### src/rtl/gate_shift_unit.sv
// Bitwise logic unit followed by a one-bit-per-cycle shifter, driven by a
// start/busy/done handshake. Operands are captured on start; result holds between completions.
module gate_shift_unit #(
  parameter  int WIDTH   = 8,
  localparam int SHAMT_W = $clog2(WIDTH)
) (
  input  logic               clk,
  input  logic               rst,
  input  logic               start,
  input  logic [2:0]         op,
  input  logic [WIDTH-1:0]   a,
  input  logic [WIDTH-1:0]   b,
  input  logic [SHAMT_W-1:0] shamt,
  input  logic               dir,
  input  logic               arith,
  output logic               busy,
  output logic               done,
  output logic [WIDTH-1:0]   result
);

  typedef enum logic [1:0] {
    S_IDLE,
    S_LOGIC,
    S_SHIFT,
    S_DONE
  } state_t;

  state_t             state, state_next;
  logic [2:0]         op_q;
  logic [WIDTH-1:0]   a_q, b_q;
  logic [SHAMT_W-1:0] shamt_q, cnt;
  logic               dir_q, arith_q;
  logic [WIDTH-1:0]   acc, acc_next;
  logic [WIDTH-1:0]   logic_res, shifted;
  logic               capture;

  always_comb begin
    logic_res = a_q;
    case (op_q)
      3'b000:  logic_res = a_q & b_q;
      3'b001:  logic_res = a_q | b_q;
      3'b010:  logic_res = ~(a_q & b_q);
      3'b011:  logic_res = ~(a_q | b_q);
      3'b100:  logic_res = a_q ^ b_q;
      3'b101:  logic_res = ~(a_q ^ b_q);
      3'b110:  logic_res = ~a_q;
      default: logic_res = a_q;
    endcase
  end

  always_comb begin
    shifted = {acc[WIDTH-2:0], 1'b0};
    if (dir_q)
      shifted = {(arith_q & acc[WIDTH-1]), acc[WIDTH-1:1]};
  end

  always_comb begin
    state_next = state;
    acc_next   = acc;
    capture    = 1'b0;
    case (state)
      S_IDLE, S_DONE: begin
        if (start) begin
          capture    = 1'b1;
          state_next = S_LOGIC;
        end else begin
          state_next = S_IDLE;
        end
      end
      S_LOGIC: begin
        acc_next   = logic_res;
        state_next = (shamt_q == '0) ? S_DONE : S_SHIFT;
      end
      S_SHIFT: begin
        acc_next = shifted;
        if (cnt == SHAMT_W'(1))
          state_next = S_DONE;
      end
      default: state_next = S_IDLE;
    endcase
  end

  always_ff @(posedge clk) begin
    if (rst) begin
      state   <= S_IDLE;
      acc     <= '0;
      cnt     <= '0;
      result  <= '0;
      op_q    <= '0;
      a_q     <= '0;
      b_q     <= '0;
      shamt_q <= '0;
      dir_q   <= 1'b0;
      arith_q <= 1'b0;
    end else begin
      state <= state_next;
      acc   <= acc_next;
      if (capture) begin
        op_q    <= op;
        a_q     <= a;
        b_q     <= b;
        shamt_q <= shamt;
        dir_q   <= dir;
        arith_q <= arith;
      end
      if (state == S_LOGIC)
        cnt <= shamt_q;
      else if (state == S_SHIFT)
        cnt <= cnt - SHAMT_W'(1);
      // Result takes the value acc is about to get, so it lands on DONE entry.
      if (state_next == S_DONE)
        result <= acc_next;
    end
  end

  assign busy = (state == S_LOGIC) || (state == S_SHIFT);
  assign done = (state == S_DONE);

endmodule
### config.mk
export PLATFORM = sky130hd
export DESIGN_NAME = gate_shift_unit
export DESIGN_NICKNAME = d
export VERILOG_FILES = /design/src/rtl/gate_shift_unit.sv
export SDC_FILE = /design/constraint.sdc
export NUM_CORES = 1
export LEC_CHECK = 0
export CAP_MARGIN = 20
export CORE_MARGIN = 2
export CORE_UTILIZATION = 60
export DETAILED_ROUTE_END_ITERATION = 8
export GPL_TIMING_DRIVEN = 0
export HOLD_SLACK_MARGIN = 0.02
export PLACE_DENSITY = 0.86
export SLEW_MARGIN = 15
export SYNTH_ARGS = -nofsm -noshare
export SYNTH_HDL_FRONTEND = slang
export SYNTH_SLANG_ARGS = --single-unit
### constraint.sdc
create_clock -name clk -period 5.1 [get_ports clk]
set_input_delay 1.02 -clock clk [delete_from_list [all_inputs] [get_ports clk]]
set_output_delay 1.02 -clock clk [all_outputs]
set_load 0.1 [all_outputs]
==> impl_metrics.json, run 1 <==
{
  "status": "complete, no violations",
  "nWellTaps": 52,
  "buffers_excl_clock": 61,
  "cpMostUsedCell": "inv_1",
  "slowest_stage": "clkdlybuf4s50_1",
  "drv_slew": 0,
  "comb_area_um2": 1650,
  "n_fill_cell": 350,
  "vias": 2634,
  "sh_comb_area": 0.492,
  "warnings": 37,
  "drt-wirelength-per-cell_um": 15.7,
  "cts-root-buf": "clkbuf_8",
  "top_logic_kind": "AND-OR/OR-AND gates",
  "finalHoldWorstSlack_ns": 0.463,
  "layout-area-overhead-vs-synth_pct": 18.6,
  "yosys.area_share.xor_xnor": 0.0372,
  "enable_flop_cells": 0,
  "worstPathMaxFanout": 10,
  "ff_type": "dfxtp_1",
  "yosys_area_um2": 2830,
  "grt_pass1_wl_um": 11500,
  "clock.fmax_mhz": 263,
  "synth_cell_types": 36,
  "cts-resized-gates": 0,
  "n_sequential_cell": 45,
  "drc": 0,
  "layout_top_cell": "nand2_1",
  "io_pins": 37,
  "drive_above_1_share": 0.105,
  "power.share.switching": 0.386,
  "cp.arrival_ns": 2.78,
  "clockBufferDepth": 2,
  "largest_class": "logic gates",
  "sh_seq_area": 0.269
}
## run 1: final timing paths
check,to,slack [ns],cells after the start
worst min-delay path,result[0],0.46,2
worst max-delay path,busy,1.30,5
worst min register to register,result[0],0.46,2
worst max register to register,cnt[2],2.95,6
## run 1: cells in the mapped netlist, types with 5 or more instances
library cell | instances | area, um^2
nand2_1 | 54 | 203
dfxtp_1 | 45 | 901
a21oi_1 | 37 | 185
inv_1 | 37 | 139
ha_1 | 21 | 263
clkbuf_1 | 15 | 56.3
o21ai_0 | 11 | 55.1
a221oi_2 | 10 | 150
nand2b_1 | 10 | 62.6
nor2b_1 | 9 | 56.3
nand3b_1 | 8 | 60.1
nor2_1 | 8 | 30.0
xor2_1 | 8 | 70.1
a21boi_0 | 7 | 52.6
a221oi_1 | 7 | 61.3
a31o_2 | 7 | 61.3
mux2_2 | 6 | 67.6
nand3_1 | 6 | 30.0
a21o_1 | 5 | 37.5
buf_2 | 5 | 25.0
## run 1: routing by layer
metal / part of all wire / vias to the layer above / global-route usage
li1: - / 1268 / -
met1: 0.44 / 1248 / 0.366
met2: 0.48 / 106 / 0.467
met3: 0.060 / 12 / 0.0470
met4: 0.016 / 0 / 0.0885
met5: 0 / - / 0
## run 1: sequential cells by signal, summed over array words and instances, names as in the netlist
signal and count:
result 8, acc 8, arith_q 1, cnt 3
dir_q 1, shamt_q 3, b_q 8, state 2
op_q 3, a_q 8
## run 1: power by group through the flow
stage	Combinational, W	Clock (W)	Sequential, W
floorplan	0.000300	0	0.000486
global placement	0.000437	0	0.000448
detailed placement	0.000451	0	0.000452
CTS	0.000457	0.000273	0.000444
global route	0.000503	0.000290	0.000451
finish	0.000462	0.000274	0.000446
## run 1: tightest hold or removal path, stage by stage (launching register included)
cell	delay (ns)
dfxtp_1	0.32
inv_1	0.06
a221oi_2	0.05
==> run_1/clk_routes.png <==
Bar = 20 um.
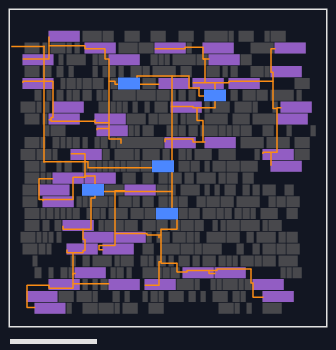
purple -> flip-flops  # count 45
blue -> clock drivers  # count 5
orange -> clock wires  # length 545 um
flops lie = all over the die
clock network power: 0.000274 W
Clock Power Share: 0.232
Clk Latency, worst-skew pair: 0.30 ns

==> run_1/placement_by_type.png <==
Bar = 20 um.
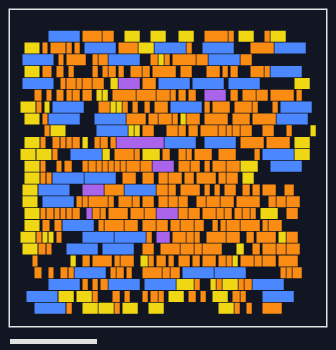
yellow -> other buffers and delay cells  # cells 61, share of their area 15%
blue -> flops  # cells 45, share of their area 27%
orange -> combinational and other logic  # cells 276, share of their area 54%
purple -> clock drivers and dummy loads  # cells 8, share of their area 3.4%

==> run_1/layer_met2.png <==
Cells faint in the background.
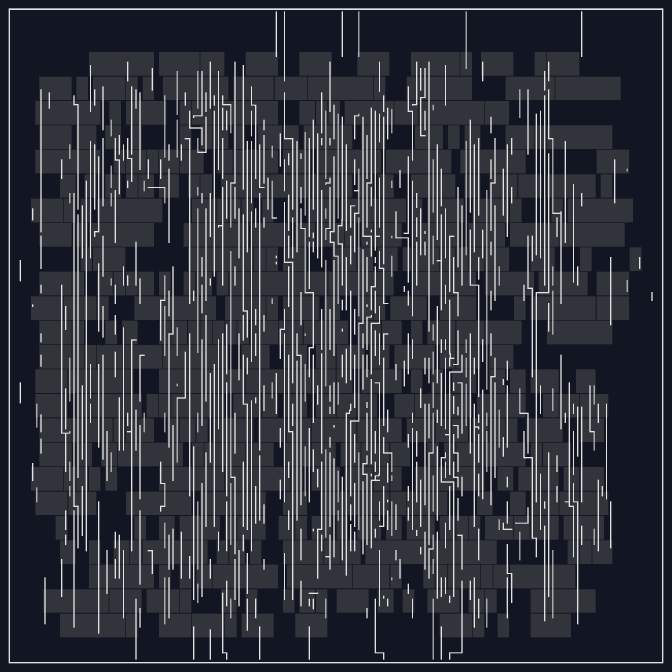
main direction = vertical
share of all routed wire = 48%
wire length on this layer = 3350 um
WL final: 6940 um
met2 Usage GRT: 0.467

==> run_1/logic_types.png <==
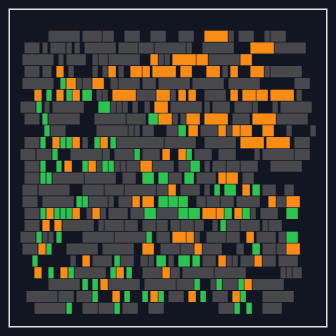

--- run 2 (diff from run 1) ---
--- a/config.mk
+++ b/config.mk
@@ -7,11 +7,11 @@
 export LEC_CHECK = 0
 export CAP_MARGIN = 20
 export CORE_MARGIN = 2
-export CORE_UTILIZATION = 60
+export CORE_UTILIZATION = 55
 export DETAILED_ROUTE_END_ITERATION = 8
 export GPL_TIMING_DRIVEN = 0
 export HOLD_SLACK_MARGIN = 0.02
-export PLACE_DENSITY = 0.86
+export PLACE_DENSITY = 0.8
 export SLEW_MARGIN = 15
 export SYNTH_ARGS = -nofsm -noshare
 export SYNTH_HDL_FRONTEND = slang
==> constraint.sdc (replaced) <==
create_clock -name clk -period 3.95 [get_ports clk]
set_input_delay 0.79 -clock clk [delete_from_list [all_inputs] [get_ports clk]]
set_output_delay 0.79 -clock clk [all_outputs]
set_load 0.1 [all_outputs]
==> run_2/logic_types.png <==
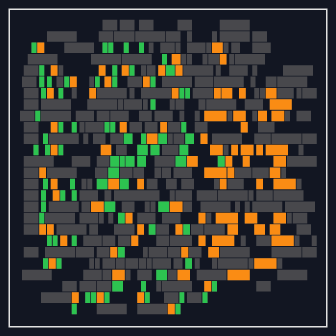
green -> NAND gates  # cells 78, most used nand2_1
orange -> inverting AOI/OAI gates  # cells 84, most used a21oi_1

==> impl_metrics.json, run 2 <==
{
  "r2r_setup_slack_ns": 1.89,
  "enable_flop_cells": 0,
  "totalWireLength_um": 6650,
  "grt_use_met2": 0.422,
  "cts-resized-gates": 0,
  "drv_slew": 0,
  "use_met3": 0.0503,
  "status": "complete, no violations",
  "r2r-end": "cnt[2]",
  "warnings": 37,
  "worstPathMaxFanout": 10,
  "gr-usage-met1": 0.337,
  "clockBufferDepth": 2,
  "drc": 0,
  "io_pins": 37,
  "top_cell_area_share": 0.319,
  "clk_latency_ns": 0.30,
  "ff2ff_path_depth": 6,
  "top_area_cell": "dfxtp_1",
  "drt-wirelength-per-cell_um": 14.5,
  "yosys_area_um2": 2830,
  "top_cells_by_count": "nand2_1 (54), dfxtp_1 (45), a21oi_1 (37), inv_1 (37), ha_1 (21)",
  "synth_cell_types": 36,
  "post-synth-top-count-cell": "nand2_1",
  "layout-area-overhead-vs-synth_pct": 19.6,
  "ff_type": "dfxtp_1"
}
==> run_2/clk_routes.png <==
Bar = 20 um.
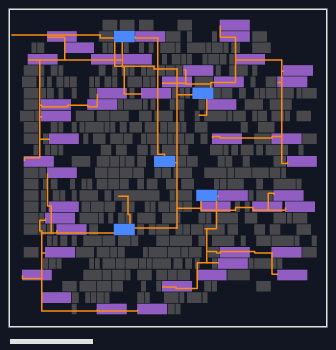
purple -> flip-flops  # count 45
orange -> clock wires  # length 563 um
blue -> clock drivers  # count 5
routed clock nets = 6
flops lie = all over the die
Clock Power Share: 0.238
clock network power: 0.000362 W
Worst Skew: 0.00487 ns

-- run 2: cell counts after synthesis --
No cell type changed its count.
-- run 2: cells by family after synthesis --
logic type / share of synthesized area
AND-OR/OR-AND: 0.251
adder cells (fa/ha/maj): 0.0929
XOR/XNOR: 0.0372
multiplexers: 0.0274
buffers and inverters: 0.0978
flip-flops: 0.319
AND/OR/NAND/NOR: 0.175
-- run 2: stage by stage --
stage,hold slack [ns],cells
after floorplan,0.437,347
after global placement,0.449,452
after detailed placement,0.454,452
after CTS,0.466,460
after global routing,0.493,460
final,0.464,460
-- run 2: power breakdown --
part           leakage [nW]  total [W]  internal [W]  switching, W
Clock                0.0585   0.000362      0.000206      0.000156
Sequential            0.369   0.000574      0.000521     0.0000527
Combinational         0.824   0.000586      0.000226      0.000360
Total                  1.25    0.00152      0.000953      0.000568
-- run 2: layer usage --
| layer | wire (um) | vias to the layer above |
|---|---|---|
| met4 | 138 | 0 |
| li1 | - | 1270 |
| met3 | 397 | 15 |
| met1 | 2940 | 1175 |
| met2 | 3180 | 90 |
| met5 | 0 | - |
-- run 2: area by class of cell --
cell class,count,area [um^2]
Multi-Input combinational cell,239,1650
Fill cell,429,1660
Sequential cell,45,901
Clock buffer,7,86.3
Buffer,26,138
Clock inverter,1,30.0
Timing Repair Buffer,35,350
Inverter,37,139
Tap cell,70,87.6
-- run 2: how the worst max path moves through the flow --
stage | cells after the start | slack [ns] | endpoint
3_3_place_gp | 5 | 0.79 | busy
6_report | 5 | 0.45 | busy
4_1_cts | 5 | 0.45 | busy
2_1_floorplan | 4 | 1.56 | busy
5_1_grt | 5 | 0.30 | busy
3_5_place_dp | 5 | 0.78 | busy
==> run_2/layer_met2.png <==
Cells faint in the background.
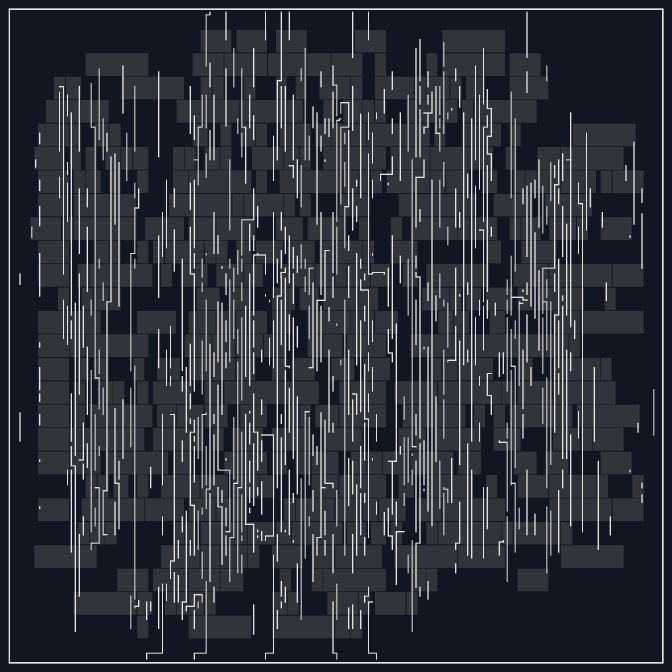

--- run 3 (diff from run 2) ---
--- a/config.mk
+++ b/config.mk
@@ -6,6 +6,7 @@
 export NUM_CORES = 1
 export LEC_CHECK = 0
 export CAP_MARGIN = 20
+export CORE_ASPECT_RATIO = 1.4
 export CORE_MARGIN = 2
 export CORE_UTILIZATION = 55
 export DETAILED_ROUTE_END_ITERATION = 8
==> run_3/layer_met2.png <==
Cells faint in the background.
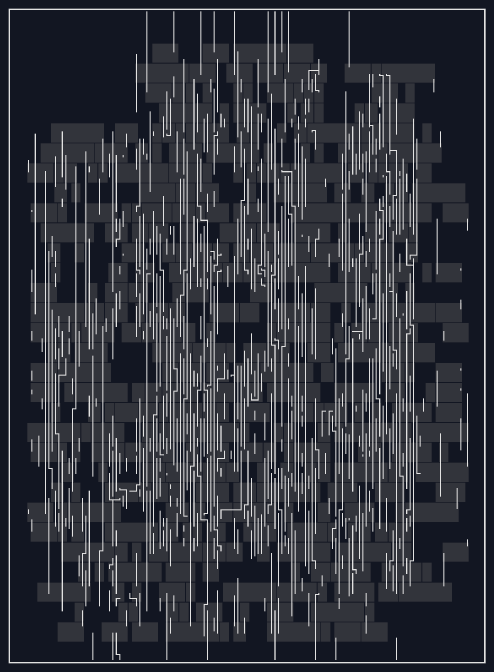
wire length on this layer = 3510 um
nets with wire on the layer = 347
longest straight run = 46.6 um
share of all routed wire = 52%
routed vias: 2548
WL final: 6700 um
met2 Usage GRT: 0.468

==> impl_metrics.json, run 3 <==
{
  "top_cells_by_count": "nand2_1 (54), dfxtp_1 (45), a21oi_1 (37), inv_1 (37), ha_1 (21)",
  "synth_cell_types": 36,
  "clock.fmax_mhz": 284,
  "warnings": 37,
  "drt-wirelength-per-cell_um": 14.8,
  "p_seq_frac": 0.371,
  "post-synth-top-count-cell": "nand2_1",
  "ff_type": "dfxtp_1",
  "powerClk_w": 0.000375,
  "layout-area-overhead-vs-synth_pct": 19.5,
  "grt_pass1_wl_um": 11200,
  "p_comb_w": 0.000590,
  "drc": 0,
  "top_area_cell": "dfxtp_1",
  "comb_area_um2": 1650,
  "status": "complete, no violations",
  "regArea_um2": 901,
  "n_fill_cell": 422,
  "cts-resized-gates": 0,
  "clkPwrFrac": 0.244,
  "clockBufferDepth": 2,
  "intPower_w": 0.000952,
  "cts-root-buf": "clkbuf_8",
  "power.share.switching": 0.379
}
==> run_3/logic_types.png <==
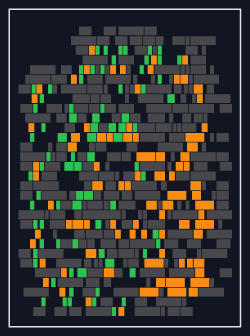
orange -> inverting AOI/OAI gates  # cells 84, most used a21oi_1, where all over the die
green -> NAND gates  # cells 78, most used nand2_1
Final Non-Filler Cells: 454
fraction of area in multi-input gates: 0.489
most frequent logic cell in the layout: nand2_1

-- run 3: final timing paths --
check,endpoint,depth (start not counted),slack [ns]
worst max-delay path,busy,5,0.43
worst min-delay path,result[5],2,0.46
worst max register to register,cnt[2],6,1.84
worst min register to register,result[5],2,0.46
-- run 3: logic make-up (layout without fill, tap and decap cells) --
logic type | count (synthesis) | after routing | synth area share
compound gates | 98 | 98 | 0.251
fa+ha+maj | 21 | 21 | 0.0929
simple gates | 101 | 101 | 0.175
flops | 45 | 45 | 0.319
buf+inv | 63 | 106 | 0.0978
xor+xnor | 12 | 12 | 0.0372
mux | 7 | 7 | 0.0274
-- run 3: worst max-delay path: cells and delay by family (launching register included) --
kind,cells,cell delay (ns)
flops,1,0.39
fa+ha+maj,1,0.38
buf+inv,4,1.65
-- run 3: stage by stage --
stage | power, W | utilization
5_1_grt | 0.00162 | 0.687
3_3_place_gp | 0.00115 | 0.663
4_1_cts | 0.00154 | 0.687
2_1_floorplan | 0.00102 | -
6_report | 0.00153 | 0.687
3_5_place_dp | 0.00117 | 0.663
-- run 3: layout make-up --
type	count	share of cell area
Clock buffer	6	0.0244
Clock inverter	2	0.0111
Sequential cell	45	0.267
Buffer	26	0.0407
Inverter	37	0.0411
Timing Repair Buffer	35	0.104
Multi-Input combinational cell	239	0.489
Tap cell	64	0.0237
-- run 3: layer usage --
metal | wire length, um | share of wire | global-route usage
met3 | 286 | 0.043 | 0.0445
met1 | 2750 | 0.41 | 0.290
met4 | 153 | 0.023 | 0.0967
met5 | 0 | 0 | 0
met2 | 3510 | 0.52 | 0.468

==> screenshots <==
Placed standard cells.
Plate I
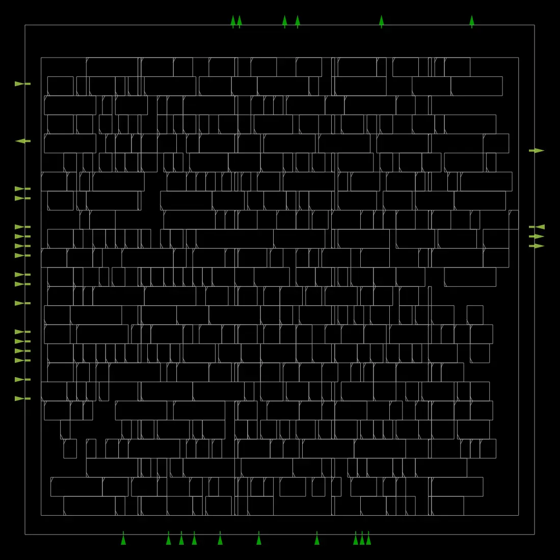
Plate II
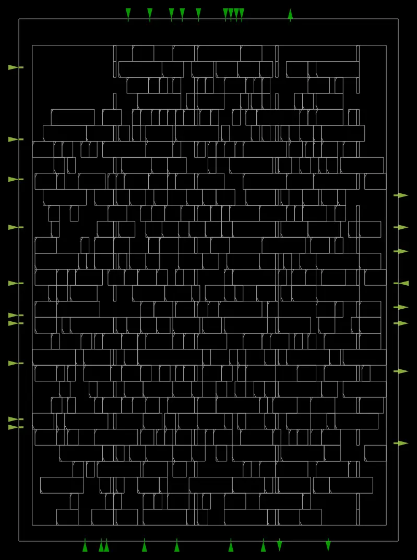
Plate III
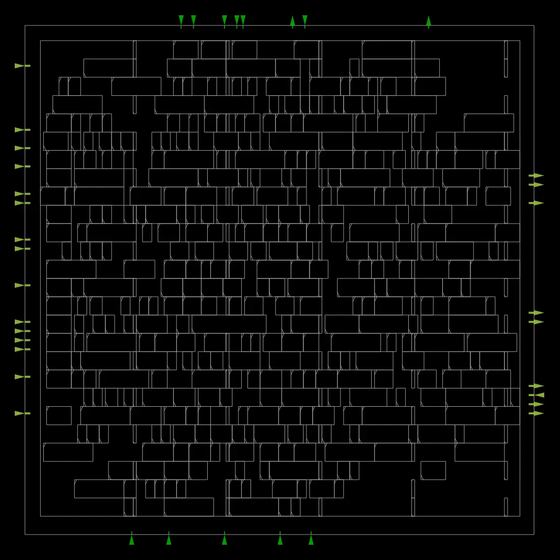
Plate III comes from run 2.
Plate I comes from run 1.
Plate II comes from run 3.

Power is estimated from default activity; no workload was simulated.
